[config.mk]
export PLATFORM = sky130hd
export DESIGN_NAME = filter_line_ctrl_5x5
export DESIGN_NICKNAME = d
export VERILOG_FILES = /design/src/rtl/filter_pkg.sv /design/src/rtl/filter_hv_counter.sv /design/src/rtl/filter_line_ctrl_5x5.sv
export SDC_FILE = /design/constraint.sdc
export NUM_CORES = 1
export LEC_CHECK = 0
export CAP_MARGIN = 20
export CORE_AREA = 4 4 68 83
export CTS_CLUSTER_DIAMETER = 150
export DETAILED_ROUTE_END_ITERATION = 8
export DIE_AREA = 0 0 72 87
export GPL_TIMING_DRIVEN = 0
export PLACE_DENSITY = 0.73
export SLEW_MARGIN = 20
export SYNTH_ARGS = -nofsm -noshare
export SYNTH_HDL_FRONTEND = slang
export SYNTH_SLANG_ARGS = --single-unit
[constraint.sdc]
create_clock -name clk -period 2.6 [get_ports clk]
set_clock_uncertainty 0.15 [all_clocks]
set_input_delay 0.52 -clock clk [delete_from_list [all_inputs] [get_ports clk]]
set_output_delay 0.52 -clock clk [all_outputs]
set_load 0.02 [all_outputs]
[src/rtl/filter_pkg.sv]
// Shared types and constants for the 5x5 filter line-buffer sequencer:
// FSM state encoding, memory-select width and vertical pad flag bit positions.
package filter_pkg;

    typedef enum logic [2:0] {
        IDLE,
        FILL,
        RUN,
        GAP,
        FLUSH,
        DONE
    } state_e;

    localparam int SEL_W    = 2;

    localparam int PAD_TOP0 = 0;
    localparam int PAD_TOP1 = 1;
    localparam int PAD_BOT0 = 2;
    localparam int PAD_BOT1 = 3;

    // line_idx is the input line being written; its output row is line_idx-2.
    function automatic logic [3:0] pad_flags(input int unsigned line_idx, input int unsigned v_act);
        logic [3:0] pad;
        pad = '0;
        if (line_idx == 2) begin
            pad[PAD_TOP0] = 1'b1;
        end else if (line_idx == 3) begin
            pad[PAD_TOP1] = 1'b1;
        end else if (line_idx == v_act) begin
            pad[PAD_BOT1] = 1'b1;
        end else if (line_idx == v_act + 1) begin
            pad[PAD_BOT0] = 1'b1;
        end
        return pad;
    endfunction

endpackage

[src/rtl/filter_hv_counter.sv]
// Pixel / line position counters for the line-buffer sequencer.
// i_clr restarts the frame; an i_inc in the same cycle counts as pixel 0 of line 0.
module filter_hv_counter #(
    parameter int H_ACT          = 1920,
    parameter int MEM_ADDR_WIDTH = 11,
    parameter int LINE_CNT_WIDTH = 12
) (
    input  logic                      clk,
    input  logic                      rstn,
    input  logic                      i_clr,
    input  logic                      i_inc,
    output logic [MEM_ADDR_WIDTH-1:0] o_hcnt,
    output logic [LINE_CNT_WIDTH-1:0] o_vcnt,
    output logic                      o_line_end
);

    localparam logic [MEM_ADDR_WIDTH-1:0] H_LAST = MEM_ADDR_WIDTH'(H_ACT - 1);

    logic [MEM_ADDR_WIDTH-1:0] hcnt_q, hcnt_d;
    logic [LINE_CNT_WIDTH-1:0] vcnt_q, vcnt_d;

    always_comb begin
        hcnt_d     = hcnt_q;
        vcnt_d     = vcnt_q;
        o_line_end = i_inc & ~i_clr & (hcnt_q == H_LAST);
        if (i_clr) begin
            hcnt_d = i_inc ? MEM_ADDR_WIDTH'(1) : '0;
            vcnt_d = '0;
        end else if (i_inc) begin
            if (hcnt_q == H_LAST) begin
                hcnt_d = '0;
                vcnt_d = vcnt_q + LINE_CNT_WIDTH'(1);
            end else begin
                hcnt_d = hcnt_q + MEM_ADDR_WIDTH'(1);
            end
        end
    end

    always_ff @(posedge clk or negedge rstn) begin
        if (!rstn) begin
            hcnt_q <= '0;
            vcnt_q <= '0;
        end else begin
            hcnt_q <= hcnt_d;
            vcnt_q <= vcnt_d;
        end
    end

    assign o_hcnt = hcnt_q;
    assign o_vcnt = vcnt_q;

endmodule

[src/rtl/filter_line_ctrl_5x5.sv]
// Line-buffer sequencer for the 5x5 filter align stage, including the two self-generated flush lines.
// Define FILTER_LINE_CTRL_ERR_EN to build the sticky protocol checker behind o_err.
module filter_line_ctrl_5x5
    import filter_pkg::*;
#(
    parameter int MEM_ADDR_WIDTH = 11,
    parameter int LINE_CNT_WIDTH = 12,
    parameter int H_ACT          = 1920,
    parameter int V_ACT          = 1080,
    parameter int FLUSH_GAP      = 16
) (
    input  logic                      clk,
    input  logic                      rstn,
    input  logic                      i_vsync,
    input  logic                      i_de,
    output logic                      o_mem_ren,
    output logic [SEL_W-1:0]          o_mem_sel,
    output logic [MEM_ADDR_WIDTH-1:0] o_mem_waddr,
    output logic [MEM_ADDR_WIDTH-1:0] o_mem_raddr,
    output logic [3:0]                o_pad_y,
    output logic                      o_busy,
    output logic                      o_frame_done,
    output logic                      o_err
);

    localparam int GAP_W = $clog2(FLUSH_GAP);
    localparam logic [GAP_W-1:0]          GAP_LAST   = GAP_W'(FLUSH_GAP - 1);
    localparam logic [LINE_CNT_WIDTH-1:0] FILL_LAST  = LINE_CNT_WIDTH'(1);
    localparam logic [LINE_CNT_WIDTH-1:0] RUN_LAST   = LINE_CNT_WIDTH'(V_ACT - 1);
    localparam logic [LINE_CNT_WIDTH-1:0] FLUSH_ONE  = LINE_CNT_WIDTH'(V_ACT);

    state_e                    state_q, state_d;
    logic [GAP_W-1:0]          gap_q, gap_d;
    logic                      le_q, le_d;
    logic [SEL_W-1:0]          sel_q, sel_d;
    logic [3:0]                pad_q, pad_d;
    logic [MEM_ADDR_WIDTH-1:0] waddr_q, waddr_d;

    logic                      accept_de;
    logic                      flush_rd;
    logic                      advance;
    logic [MEM_ADDR_WIDTH-1:0] hcnt;
    logic [LINE_CNT_WIDTH-1:0] vcnt;
    logic                      line_end;

    filter_hv_counter #(
        .H_ACT          (H_ACT),
        .MEM_ADDR_WIDTH (MEM_ADDR_WIDTH),
        .LINE_CNT_WIDTH (LINE_CNT_WIDTH)
    ) u_hv_counter (
        .clk        (clk),
        .rstn       (rstn),
        .i_clr      (i_vsync),
        .i_inc      (advance),
        .o_hcnt     (hcnt),
        .o_vcnt     (vcnt),
        .o_line_end (line_end)
    );

    // A pixel coinciding with i_vsync belongs to the new frame whatever state we were in.
    always_comb begin
        accept_de = i_de & (i_vsync | (state_q == FILL) | (state_q == RUN));
        flush_rd  = ~i_vsync & (state_q == FLUSH);
        advance   = accept_de | flush_rd;
        o_mem_ren = ~i_vsync & ((i_de & (state_q == RUN)) | (state_q == FLUSH));
    end

    always_comb begin
        state_d = state_q;
        gap_d   = '0;
        if (i_vsync) begin
            state_d = FILL;
        end else begin
            case (state_q)
                FILL:    if (line_end && vcnt == FILL_LAST) state_d = RUN;
                RUN:     if (line_end && vcnt == RUN_LAST)  state_d = GAP;
                GAP: begin
                    if (gap_q == GAP_LAST) state_d = FLUSH;
                    else                   gap_d   = gap_q + GAP_W'(1);
                end
                FLUSH:   if (line_end) state_d = (vcnt == FLUSH_ONE) ? GAP : DONE;
                DONE:    state_d = IDLE;
                default: state_d = IDLE;
            endcase
        end
    end

    // sel/pad follow the line counter one cycle after the line-end strobe,
    // so they move only once the last pixel's delayed write has gone out.
    always_comb begin
        le_d    = line_end;
        sel_d   = sel_q;
        pad_d   = pad_q;
        waddr_d = waddr_q;
        if (i_vsync) begin
            le_d  = 1'b0;
            sel_d = '0;
            pad_d = '0;
        end else if (le_q) begin
            sel_d = vcnt[SEL_W-1:0];
            pad_d = pad_flags(32'(vcnt), V_ACT);
        end
        if (accept_de) begin
            waddr_d = i_vsync ? '0 : hcnt;
        end
    end

    always_ff @(posedge clk or negedge rstn) begin
        if (!rstn) begin
            state_q <= IDLE;
            gap_q   <= '0;
            le_q    <= 1'b0;
            sel_q   <= '0;
            pad_q   <= '0;
            waddr_q <= '0;
        end else begin
            state_q <= state_d;
            gap_q   <= gap_d;
            le_q    <= le_d;
            sel_q   <= sel_d;
            pad_q   <= pad_d;
            waddr_q <= waddr_d;
        end
    end

    assign o_mem_sel    = sel_q;
    assign o_pad_y      = pad_q;
    assign o_mem_waddr  = waddr_q;
    assign o_mem_raddr  = hcnt;
    assign o_busy       = (state_q == FILL) | (state_q == RUN) | (state_q == GAP) | (state_q == FLUSH);
    assign o_frame_done = (state_q == DONE);

`ifdef FILTER_LINE_CTRL_ERR_EN
    logic err_q, err_d;

    always_comb begin
        err_d = err_q
              | (i_de & ~i_vsync & ((state_q == GAP) | (state_q == FLUSH) | (state_q == DONE)))
              | (i_vsync & o_busy);
    end

    always_ff @(posedge clk or negedge rstn) begin
        if (!rstn) err_q <= 1'b0;
        else       err_q <= err_d;
    end

    assign o_err = err_q;
`else
    assign o_err = 1'b0;
`endif

endmodule
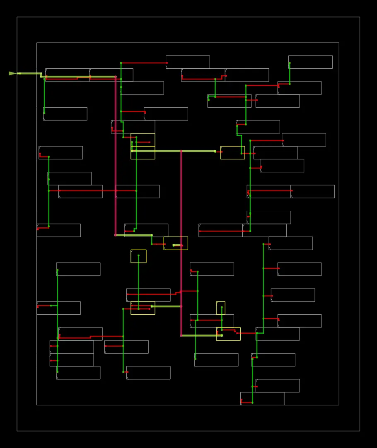
Run 1: the clock network
clock sinks: 48
Clock Buffer Count: 6
num sequential: 48
Clock Latency Late Sink: 0.30 ns

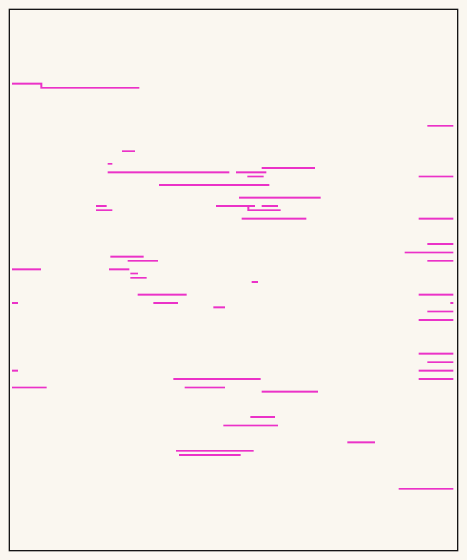
Run 1: met3 routing
longest straight run: 19.3 um
main direction: horizontal
wire length on this layer: 296 um
share of all routed wire: 5.1%
nets with wire on the layer: 42
Via Count: 2169
WL final: 5756 um
met3 Track Usage GR: 3.580%

==> results.py, run 1 <==
# Auto-generated metrics
metrics = {
    "status": {
        "violations": "negative hold slack",
        "status": "finished, violations left",
    },
    "finish": {
        "diodes": 0,
        "fin_nets": 322,
        "final_layout_size_suffix_gt1_share_pct": 10.86,
        "largest_reg_flops": 12,
    },
    "clocking": {
        "cts_setup_buffers": 0,
        "numCtsBuffers": 5,
    },
    "pwr": {
        "p_per_area_nw_per_um2": 603.0,
        "p_int_mw": 1.233,
        "power_leader": "registers",
        "seq_power_share_pct": 43.5,
        "pg_seq_mw": 0.817,
        "p_switching_mw": 0.6469,
    },
    "yosys": {
        "syn_nets": 278,
        "yosys.cell_types.count": 45,
        "yosysTopAreaCell": "dfrtp_1",
    },
    "worst_setup_path": {
        "cp-end-kind": "output pin",
        "worstPathBufferInverterCount": 3,
    },
    "flow_run": {
        "drv_cap": 0,
    },
    "routing": {
        "wire_per_inst_um": 15.43,
        "route.met2.wl_um": 2849,
        "avgViaCountPerCell": 5.815,
        "dr.max_layer_used": "met4",
    },
    "placed_design": {
        "portBuffers": 34,
        "dpl.hpwl_um": 4151,
    },
    "global_route": {
        "grt_busiest_layer": "met2",
        "grt_overflow": 0,
    },
    "sta": {
        "whs_ns": -0.008023,
        "hold_viol_final": 9,
    },
}
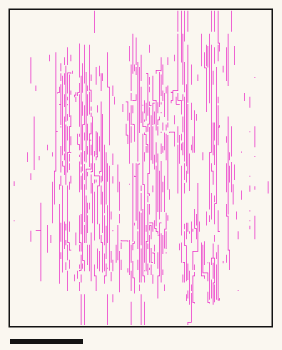
Run 1: met2 routing
Bar = 20 um.
main direction: vertical
wire length on this layer: 2850 um
share of all routed wire: 50%
longest straight run: 37.6 um
met2 usage: 33.36%

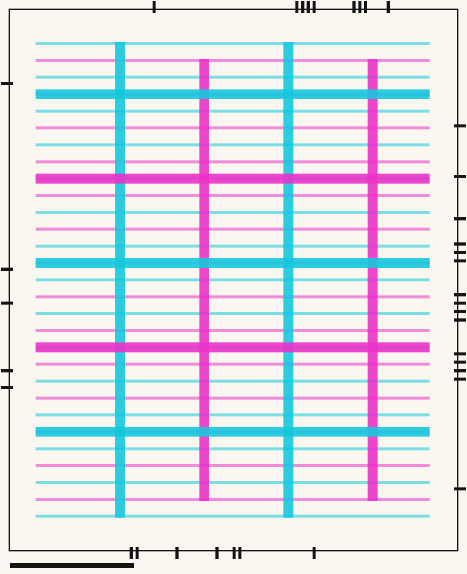
Run 1: floorplan with the power grid
Bar = 20 um. Pins as bars on the die edge.
| color | net |
|---|---|
| magenta | VDD |
| cyan | VSS |
rows: 28
met5 straps: 5
met1 rails: 29
signal pins: 36
met4 straps: 4
Core Region: 4835 sq um
VDD IR max: 0.3379 mV

run 1: cell families (layout without fill, tap and decap cells):
logic type	after synthesis	in the layout	share of synthesized area (%)
simple gates	117	117	25.76
compound gates	58	58	14.57
flops	48	48	47.10
buf+inv	22	67	3.876
xor+xnor	14	14	4.809
fa+ha+maj	6	6	2.944
mux	2	2	0.7851
other cells	1	1	0.1471
run 1: final cells by class:
class / instances / area, sq um / area share [%]
multi-input cells: 198 / 1274 / 40.85
flip-flops and latches: 48 / 1201 / 38.52
repair buffers: 37 / 371.6 / 11.92
clock buffers: 6 / 82.58 / 2.648
well taps: 60 / 75.07 / 2.408
plain buffers: 12 / 62.56 / 2.006
inverters: 10 / 37.54 / 1.204
clock inverters: 2 / 13.76 / 0.4414
==> inputs of run 2 (changes only) <==
Settings changed: ABC_CLOCK_PERIOD_IN_PS set to 2600.
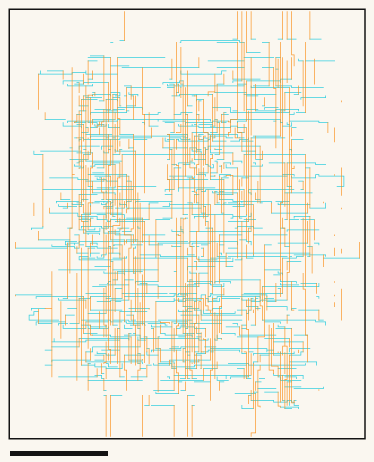
Run 2: signal wires by layer
Bar = 20 um. Only two layers are drawn.
| color | layer | wire length |
|---|---|---|
| orange | met2 | 2850 um |
| cyan | met1 | 2490 um |
WL/cell: 15.43 um
GRT Util Overall: 20.00%

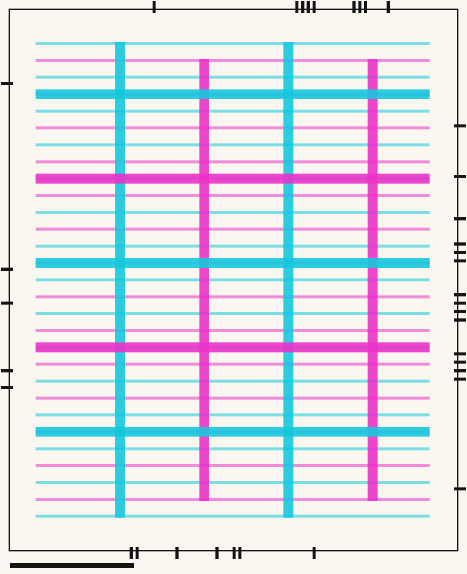
Run 2: floorplan with the power grid
Bar = 20 um. Pins as bars on the die edge.
| color | net |
|---|---|
| magenta | VDD |
| cyan | VSS |
signal pins: 36
met4 straps: 4
rows: 28
met5 straps: 5
die height: 87 um
Horiz. Die Dim: 72 um

==> results.py, run 2 <==
# Auto-generated metrics
metrics = {
    "status": {
        "status": "finished, violations left",
        "violations": "negative hold slack",
    },
    "finish": {
        "clockBufferCount": 6,
        "diodes": 0,
        "final_layout_size_suffix_gt1_share_pct": 10.86,
        "layout.comb_gates.multi_input": 198,
        "sh_seq_area_pct": 38.52,
        "clkCellAreaFrac_pct": 3.090,
        "inverters_excl_clock": 10,
        "flop_area_sq_um": 1201,
        "largest_reg_flops": 12,
        "dominant_cells": "logic gates",
        "comb_share_pct": 40.85,
    },
    "placed_design": {
        "dpl.hpwl_um": 4151,
        "portBuffers": 34,
    },
    "clocking": {
        "clock-sinks": 48,
        "numCtsBuffers": 5,
        "clock_latency_ns": 0.30,
        "cts_setup_buffers": 0,
        "cts_tree": "done",
    },
    "routing": {
        "drt-total-wl_um": 5756,
        "wl_met3_um": 295,
        "route.met2.wl_um": 2849,
        "routed-via-count": 2169,
        "avgViaCountPerCell": 5.815,
        "dr.max_layer_used": "met4",
    },
    "pwr": {
        "power_leader": "registers",
        "p_switching_mw": 0.6469,
        "seq_power_share_pct": 43.5,
        "p_per_area_nw_per_um2": 603.0,
        "pg_seq_mw": 0.817,
        "p_int_mw": 1.233,
        "peakVddDrop_mv": 0.3379,
    },
    "worst_setup_path": {
        "cp-end-kind": "output pin",
    },
    "yosys": {
        "yosys.cell_types.count": 45,
        "ys_sh_mux_pct": 0.7851,
        "aoi_share_pct": 14.57,
        "logic_family": "simple AND/OR/NAND/NOR gates",
        "fa_ha_area_share_pct": 2.944,
        "yosysTopAreaCell": "dfrtp_1",
    },
    "sta": {
        "hold_viol_final": 9,
        "whs_ns": -0.008023,
    },
    "global_route": {
        "grt_busiest_layer": "met2",
        "met2_usage_pct": 33.36,
        "grt_overflow": 0,
        "grt_use_met3_pct": 3.580,
    },
    "die": {
        "core_sq_um": 4835,
        "nWellTaps": 60,
    },
    "hold_path": {
        "hp-class": "primary input to async pin",
    },
    "flow_run": {
        "drv_cap": 0,
    },
}
==> run 2: cell families (layout without fill, tap and decap cells) <==
| group | Yosys count | in the layout |
|---|---|---|
| AOI/OAI and AO/OA | 58 | 58 |
| xor gates and xnor gates | 14 | 14 |
| adders and majority gates | 6 | 6 |
| buffers and inverters | 22 | 67 |
| DFF | 48 | 48 |
| muxes | 2 | 2 |
| other | 1 | 1 |
| and+or+nand+nor | 117 | 117 |
==> run 2: worst reg2reg max path: cells and delay by family, from the launching register on <==
kind | cells | cell delay [ns]
AND/OR/NAND/NOR | 3 | 1.18
AND-OR/OR-AND | 2 | 0.47
flip-flops | 1 | 0.36
buffers and inverters | 1 | 0.19
Run 2, met3 routing:
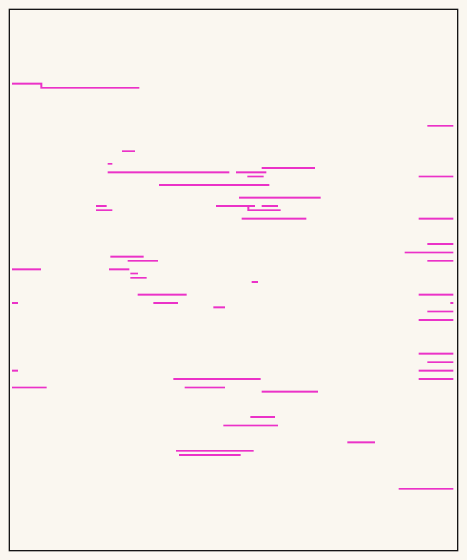

==> inputs of run 3 (changes only) <==
Settings changed: CORE_AREA 4 4 68 83 to 4 4 71 80, DIE_AREA 0 0 72 87 to 0 0 75 84.
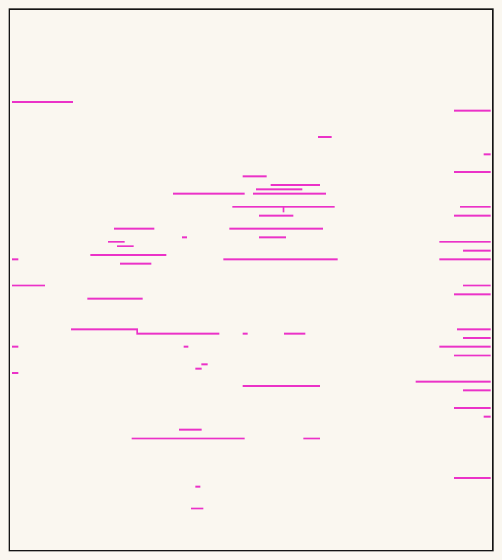
Run 3: met3 routing
wire length on this layer: 313 um
nets with wire on the layer: 44
WL final: 5831 um
Via Count: 2185

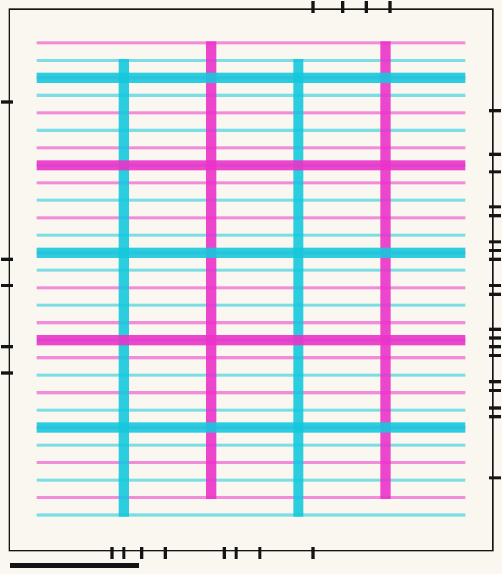
Run 3: floorplan with the power grid
Bar = 20 um. Pins as bars on the die edge.
| color | net |
|---|---|
| magenta | VDD |
| cyan | VSS |
signal pins: 36
met5 straps: 5
Core Region: 4898 sq um
Horiz. Die Dim: 75 um

==> results.py, run 3 <==
# Auto-generated metrics
metrics = {
    "yosys": {
        "aoi_share_pct": 14.57,
        "ys_sh_mux_pct": 0.7851,
        "yosys.cell_types.count": 45,
        "fa_ha_area_share_pct": 2.944,
        "synth-xor-area-share_pct": 4.809,
    },
    "status": {
        "status": "finished, violations left",
        "violations": "negative hold slack",
    },
    "sta": {
        "hold_viol_final": 3,
        "whs_ns": -0.005105,
    },
    "finish": {
        "diodes": 0,
        "fin_nets": 323,
        "flop_area_sq_um": 1201,
        "combGateArea_sq_um": 1285,
        "largest_reg_flops": 12,
        "final_layout_size_suffix_gt1_share_pct": 11.46,
    },
    "pwr": {
        "power_leader": "registers",
        "p_per_area_nw_per_um2": 633.3,
        "pg_seq_mw": 0.818,
        "seq_power_share_pct": 40.8,
        "p_switching_mw": 0.6426,
        "peakVddDrop_mv": 0.5014,
        "p_int_mw": 1.361,
    },
    "routing": {
        "wl_met3_um": 313,
        "avgViaCountPerCell": 5.874,
        "dr.max_layer_used": "met4",
        "wire_per_inst_um": 15.67,
    },
    "flow_run": {
        "drv_cap": 0,
    },
    "placed_design": {
        "dpl.hpwl_um": 4203,
        "portBuffers": 34,
    },
    "clocking": {
        "clock_latency_ns": 0.30,
        "clock-sinks": 48,
        "numCtsBuffers": 5,
    },
    "global_route": {
        "grt_use_met3_pct": 3.976,
        "met2_usage_pct": 32.41,
        "grt_busiest_layer": "met2",
        "grtUsageTotal_pct": 20.18,
    },
    "hold_path": {
        "hp-class": "primary input to async pin",
    },
}
-- run 3: cell counts after synthesis --
Identical to the previous run, type by type.
-- run 3: timing repair --
| item | in CTS | in global routing |
|---|---|---|
| gates resized | 4 | 6 |
| pin swaps | 0 | 1 |
| setup endpoints to repair | 1 | 11 |
| buffers inserted | 0 | 3 |
-- run 3: layout make-up --
| cell class | instances | area share [%] |
|---|---|---|
| repair buffers | 38 | 11.90 |
| flip-flops and latches | 48 | 37.96 |
| well taps | 58 | 2.293 |
| plain buffers | 12 | 2.056 |
| clock buffers | 7 | 3.045 |
| inverters | 10 | 1.186 |
| multi-input cells | 198 | 40.61 |
| clock inverters | 1 | 0.9490 |
No activity file was given, so power comes from the tool's default toggle rates.
